==> images/m2.png <==
Drawn at 2 px/µm.
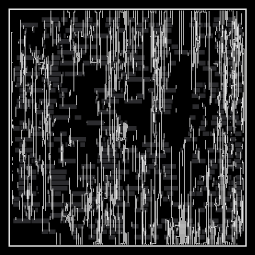
==> images/gates.png <==
Drawn at 4 px/µm.
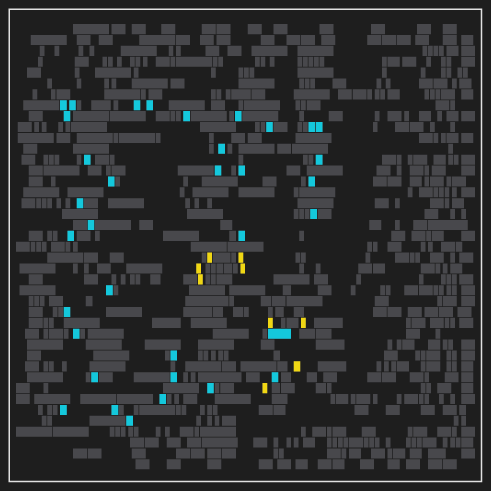
[config.mk]
export PLATFORM = sky130hd
export DESIGN_NAME = dmem_arbiter
export DESIGN_NICKNAME = d
export VERILOG_FILES = /design/src/rtl/dmem_arbiter.sv
export SDC_FILE = /design/constraint.sdc
export NUM_CORES = 1
export LEC_CHECK = 0
export ABC_AREA = 1
export CAP_MARGIN = 20
export CELL_PAD_IN_SITES_DETAIL_PLACEMENT = 0
export CELL_PAD_IN_SITES_GLOBAL_PLACEMENT = 1
export CORE_MARGIN = 1
export CORE_UTILIZATION = 25
export DETAILED_ROUTE_END_ITERATION = 10
export PLACE_DENSITY_LB_ADDON = 0.1
export SLEW_MARGIN = 10
export SYNTH_ARGS = -nofsm -noshare
export SYNTH_HDL_FRONTEND = slang
export SYNTH_SLANG_ARGS = --single-unit
[constraint.sdc]
create_clock -name clock -period 2.65 [get_ports clock]
set_input_delay 0.6625 -clock clock [delete_from_list [all_inputs] [get_ports clock]]
set_output_delay 0.6625 -clock clock [all_outputs]
set_load 0.01 [all_outputs]
[src/rtl/dmem_arbiter.sv]
// dmem_arbiter: shares the single-port dmem between processor (P) and loader (L).
// P has fixed priority; a starvation counter forces a one-cycle L slot.
module dmem_arbiter #(
    parameter int STARVE_LIMIT = 4,
    parameter int ADDR_W       = 12,
    parameter int DATA_W       = 32
) (
    input  logic              clock,
    input  logic              reset,
    input  logic              p_req,
    input  logic [ADDR_W-1:0] p_addr,
    input  logic [DATA_W-1:0] p_wdata,
    input  logic              p_wren,
    output logic              p_gnt,
    output logic              p_rvalid,
    output logic [DATA_W-1:0] p_rdata,
    input  logic              l_req,
    input  logic [ADDR_W-1:0] l_addr,
    input  logic [DATA_W-1:0] l_wdata,
    input  logic              l_wren,
    output logic              l_gnt,
    output logic              l_rvalid,
    output logic [DATA_W-1:0] l_rdata,
    output logic [ADDR_W-1:0] address_dmem,
    output logic [DATA_W-1:0] data,
    output logic              wren,
    input  logic [DATA_W-1:0] q_dmem,
    output logic              force_active
);

    localparam logic [3:0] LIMIT = 4'(STARVE_LIMIT);

    logic [3:0]        starve_cnt_q, starve_cnt_d;
    logic [3:0]        cnt_inc;
    logic              force_q, force_d;
    logic              p_rvalid_q, p_rvalid_d;
    logic              l_rvalid_q, l_rvalid_d;
    logic [DATA_W-1:0] p_rdata_q, l_rdata_q;

    // Grants are qualified by reset so nothing reaches dmem while in reset.
    always_comb begin
        p_gnt = 1'b0;
        l_gnt = 1'b0;
        if (reset) begin
            if (force_q && l_req) begin
                l_gnt = 1'b1;
            end else if (p_req) begin
                p_gnt = 1'b1;
            end else begin
                l_gnt = l_req;
            end
        end
    end

    always_comb begin
        address_dmem = '0;
        data         = '0;
        wren         = 1'b0;
        if (p_gnt) begin
            address_dmem = p_addr;
            data         = p_wdata;
            wren         = p_wren;
        end else if (l_gnt) begin
            address_dmem = l_addr;
            data         = l_wdata;
            wren         = l_wren;
        end
    end

    always_comb begin
        cnt_inc      = starve_cnt_q + 4'd1;
        starve_cnt_d = 4'd0;
        force_d      = 1'b0;
        if (l_req && !l_gnt) begin
            if (cnt_inc == LIMIT) begin
                force_d = 1'b1;
            end else begin
                starve_cnt_d = cnt_inc;
            end
        end
        p_rvalid_d = p_gnt && !p_wren;
        l_rvalid_d = l_gnt && !l_wren;
    end

    always_ff @(posedge clock or negedge reset) begin
        if (!reset) begin
            starve_cnt_q <= 4'd0;
            force_q      <= 1'b0;
            p_rvalid_q   <= 1'b0;
            l_rvalid_q   <= 1'b0;
            p_rdata_q    <= '0;
            l_rdata_q    <= '0;
        end else begin
            starve_cnt_q <= starve_cnt_d;
            force_q      <= force_d;
            p_rvalid_q   <= p_rvalid_d;
            l_rvalid_q   <= l_rvalid_d;
            if (p_rvalid_d) begin
                p_rdata_q <= q_dmem;
            end
            if (l_rvalid_d) begin
                l_rdata_q <= q_dmem;
            end
        end
    end

    assign p_rvalid     = p_rvalid_q;
    assign l_rvalid     = l_rvalid_q;
    assign p_rdata      = p_rdata_q;
    assign l_rdata      = l_rdata_q;
    assign force_active = force_q;

endmodule
==> deck_impl_summary.md <==
Flow Results at a Glance

Run status
  • Outcome: finished, final reports clean

Layout
  • Comb area: roughly 1400 µm²
  • Non-CTS buffers: around 260
  • Flip-flops: 71
  • Final nets: roughly 820
  • Clock Network Area Fraction: 0.0515
  • # fillers: approximately 1300
  • Largest class: non-clock buffers
  • Seq/total area: 0.281
  • Logic Gate Count: ~350
  • Antenna diode count: 1
  • Post-route core utilization: 0.492

Yosys
  • Multiplexer share: 0
  • Largest area contributor in the netlist: dfrtp_1
  • Mapped Avg Cell Area: ~7.4 µm²
  • Main logic family: simple AND/OR/NAND/NOR gates
  • Cell area after synthesis: 3340 µm²
  • Number of synthesized flops with an enable pin: 0
  • FFs w/ async S/R, synth: 1.00
  • Post-synth area hogs: dfrtp_1 53%, nand2_1 34%, o21ai_0 4.8%
  • Adder Share, Synth: 0.00374
  • Post-synthesis net count: just under 600
  • XOR/XNOR Fraction of Synth Area: 0.00262
  • # Cells Yosys: 453
  • Sequential-to-total area share from yosys stat: 0.531
  • Simple-Gate Fraction of Synth Area: 0.361
  • Yosys reg bits: slightly above 70
  • Most frequent cell after synthesis: nand2_1
  • Top cell area share: 0.531

Critical path
  • CP endpoint kind: output pin
  • CP peak stage delay: about 540 ps
  • R2R setup slack: about 1200 ps
  • R2r startpoint: force_active
  • RR Endpoint: p_rdata[20]
  • Crit path from: p_req
  • Crit path DRT: about 2000 ps
  • CP endpoint: l_gnt
  • Critical Path Start Type: primary input
  • Crit Path Max Fanout: 12

Floorplan
  • N_taps: between 150 and 200
  • # IOs: about 240
  • Fp_density: 0.261
  • Die span in x: ~120 µm
  • Die y size: around 120 µm
  • Core area: 12800 µm²
  • Core Rows: 41

Detailed routing
  • DR DRC count: 0
  • Met2 wire len: ~6.4 mm
  • Antenna-violating nets left: 0
  • First DRT Iteration DRCs: approximately 190
  • Drt pass-1 iters: 4
  • Avg WL per Cell: ~15 µm
  • Metal1 wirelength: 5.36 mm
  • Top Layer Used: met4

Clock network
  • CTS buffer count: 9
  • CTS clock-pin slew for the worst setup and hold paths: about 50 ps
  • Post_cts resized: approximately 50
  • Clock Tree Buf Depth: 2
  • Clk_lat worst skew: around 320 ps
  • Setup bufs post-CTS: 2
  • H-tree Lvls: 3

Global route
  • First-pass GRT wire length: 20.8 mm
  • GRT overflow: 0
  • Global routing's busiest layer: met2
  • Largest net degree at the start of global routing: just over 70

Final timing
  • Endpoints failing hold: 0
  • Minimum clock period: around 2600 ps
  • Fmax: 385 MHz
  • Clock Skew: ~5.1 ps
  • RSZ-0062 raised after global routing: no
  • Tcrit/Tclk final: 0.981
  • Final slew viol count: 0

Flow run
  • Tool warnings: 26
  • Max-capacitance violation count: 0

Worst hold path
  • Hold path depth: 2
  • Hold Startpoint: p_rdata[4]

Power and ir drop
  • Max VDD drop: 472 µV
  • Sequential power share: 0.366
  • Pwr top: registers
  • Clk network pwr share: 0.351

Placement
  • # port buffers: around 240
About m2.png:
main direction: vertical
longest straight run: 56.6 µm
wire length on this layer: 6450 µm
share of all routed wire: 50%
nets with wire on the layer: 644
met2 Track Usage GR: 0.335
DRT Wirelength: 13.0 mm
vias post-DR: 3765

About gates.png:
legend:
  cyan:
    family: aoi and oai cells
    cells: 35
  yellow:
    family: inv cells
    cells: 9
    where: centre
Commonest Layout Cell: nand2_1
fin cells: 874

==> sequential cells by signal, summed over array words and instances, names as in the netlist <==
signal	count
force_active	1
p_rvalid	1
p_rdata	32
l_rvalid	1
starve_cnt_q	4
l_rdata	32
==> worst max-delay path: cells and delay by family <==
| kind | cells | cell delay [ps] |
|---|---|---|
| AND-OR/OR-AND | 1 | 250 |
| buffers and inverters | 3 | 1020 |
==> metrics by stage <==
step	total power [mW]	hold slack [ps]	cells	setup TNS, ps	area [µm²]
5_1_grt	3.91	494	874	0	6320
2_1_floorplan	1.70	367	453	0	3340
3_5_place_dp	2.46	460	854	-16720	5980
4_1_cts	3.77	474	873	0	6310
6_report	3.71	470	874	0	6320
3_3_place_gp	2.45	452	854	-15300	5980
Power figures rest on the tool's default switching activity, not on a simulated workload.
